### Signal metal coverage by tile

Scale bar: 20 microns. The die is cut into 14 by 21 equal tiles; dark purple is low, yellow is high, scaled to the fullest tile. Values are wire area over tile area, all layers added.
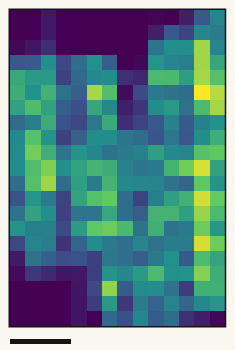
### Drive-strength map

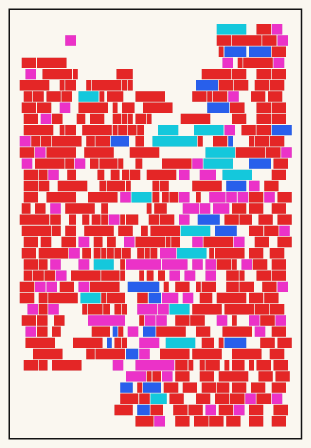
### Routing congestion map

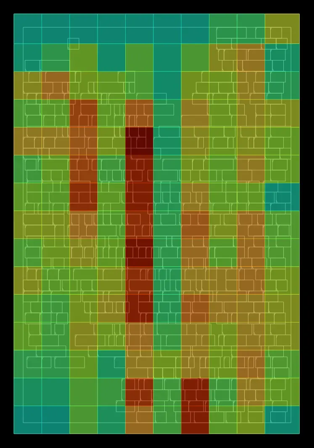
### I/O nets highlighted

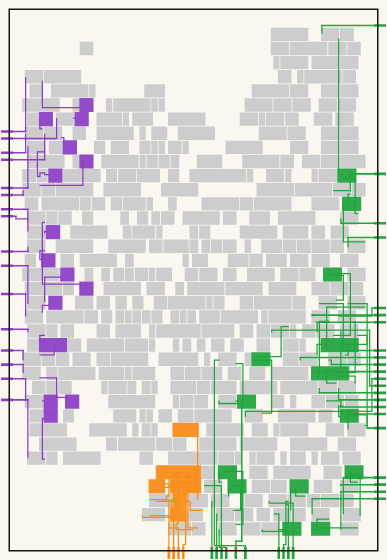
Design mult_arbiter_flat, sky130hd; sources not shown.
==> results.sh <==
# source this file to load flow results
export IMPL_status="finished with violations"
export IMPL_failed_checks="negative setup slack"
export IMPL_timing_hold_ws_ns=0.471
export IMPL_hold_buffers=0
export IMPL_overflow=0
export IMPL_cts_buffers=5
export IMPL_peakVddDrop_uv=960
export IMPL_slowest_delay_ns=0.38
export IMPL_nNonClkInverters=6
export IMPL_insertion_delay_ns=0.31
export IMPL_fin_setup_tns_ns=-0.0209
export IMPL_layout_nets=521
export IMPL_critPathCaptureType="output pin"
export IMPL_ys_cells=276
export IMPL_p_leak_uw=0.00186
export IMPL_crit_type="reg2out"
export IMPL_clk_pin_slew_ns=0.09
export IMPL_fin_util_pct=67.8
export IMPL_mostFrequentLayoutCell="clkdlybuf4s50_1"
export IMPL_crit_arrival_ns=1.73
export IMPL_num_clock_buffers=6
export IMPL_clkCellAreaFrac_pct=2.65
export IMPL_grt_max_degree=25
export IMPL_fp_dieH_microns=104
export IMPL_cp_depth=6
export IMPL_seq_area_share_pct=24.3
export IMPL_seq_cell_count=53
export IMPL_place_ws_ns=-0.232
export IMPL_cp_start_kind="register"
export IMPL_largest_reg_flops=16
export IMPL_drive_gt1_share_pct=27.3
export IMPL_clockBufferDepth=2
export IMPL_area_share_nonclk_buffers_pct=35.1
export IMPL_rsz0062_at_grt="yes"
export IMPL_clock_fmax_ghz=0.521
export IMPL_grt_pass1_vias=2668
export IMPL_sh_comb_area_pct=35.4
export IMPL_ant_nets=0
export IMPL_comb_area_sq_um=1550
export IMPL_syn_inst=276
export IMPL_ys_area_sq_um=2670
export IMPL_ff2ff_setup_slack_ns=0.08
export IMPL_setup_violations=1
export IMPL_worst_slack_ns=-0.0209
## Picture notes: 'Signal metal coverage by tile'
emptiest ninth of the die: bottom left
densest ninth of the die: right middle
fullest tile: 0.45
tiles over half the peak: 31%
nearly empty tiles: 14%
via count: 2651
gr usage total: 20.7%
final wirelength: 7780 microns

## Picture notes: 'Drive-strength map'
legend:
  drive 2:
    colour: blue
    cells: 21
  drive 3 to 4:
    colour: magenta
    cells: 80
  drive 1 or less:
    colour: red
    cells: 312
  drive 6 and up:
    colour: cyan
    cells: 16
Area Growth Syn to Fin: 64.9%
final setup margin: -0.0209 ns
number of non-clock buffers in the layout: 162
cell area after layout: 4400 sq um

## Picture notes: 'Routing congestion map'
met1 usage: 23.2%
met2 Usage GRT: 37.5%

## Picture notes: 'I/O nets highlighted'
legend:
  bus_req_a:
    colour: green
    bits: 32
    direction: input
    edge: 22 right, 10 bottom
    end_cells: 16
    buffers: 32
    wire: 730 microns
  bus_req_valid:
    colour: orange
    bits: 4
    direction: input
    edge: bottom
    end_cells: 9
    buffers: 6
    wire: 132 microns
  bus_mul_result:
    colour: purple
    bits: 16
    direction: input
    edge: left
    end_cells: 16
    buffers: 16
    wire: 220 microns
number of port buffers: 131
I/O pins: 132

==> where the power goes <==
group	total [uW]	internal, uW	leakage (uW)	switching [uW]
Clock	781	424	0.0000626	357
Combinational	4780	1540	0.00136	3240
Sequential	1670	1440	0.000433	235
==> kinds of logic after synthesis <==
kind of cell | after synthesis | synth area share (%)
compound gates | 59 | 17.9
fa+ha+maj | 6 | 2.82
simple gates | 96 | 18.6
flops | 53 | 39.8
mux | 39 | 14.7
buf+inv | 23 | 6.10
==> per-layer routing <==
| layer | track usage, % | vias up | wire length, microns |
|---|---|---|---|
| met1 | 23.2 | 1223 | 3000 |
| li1 | - | 1298 | - |
| met5 | 0 | - | 0 |
| met2 | 37.5 | 120 | 3970 |
| met4 | 5.66 | 0 | 101 |
| met3 | 5.81 | 10 | 705 |
==> cell usage after synthesis, drive strengths merged <==
cell / n / area, sq um
a211oi: 1 / 7.51
a21oi: 10 / 50.1
a221oi: 1 / 15.0
a22oi: 16 / 120
and2: 6 / 37.5
and3: 2 / 12.5
buf: 10 / 114
clkbuf: 7 / 26.3
clkinv: 1 / 3.75
dfxtp: 53 / 1060
ha: 6 / 75.1
inv: 5 / 18.8
mux2: 2 / 22.5
mux2i: 37 / 370
nand2: 26 / 97.6
nand2b: 8 / 50.1
nand3: 5 / 30.0
nand4: 3 / 18.8
nand4b: 2 / 17.5
nor2: 22 / 90.1
nor2b: 16 / 100
nor3: 2 / 10.0
nor3b: 1 / 7.51
nor4: 2 / 18.8
o211ai: 2 / 15.0
o21a: 2 / 16.3
o21ai: 10 / 53.8
o221ai: 16 / 190
o22a: 1 / 8.76
or3: 1 / 6.26
==> what timing repair did <==
item                                    CTS  global route
setup buffers                             4             1
gates resized                             7             8
endpoints found under the setup margin    4            16
hold endpoints to repair                  0             0
pin swaps                                 2             6
Power is estimated from default activity; no workload was simulated.
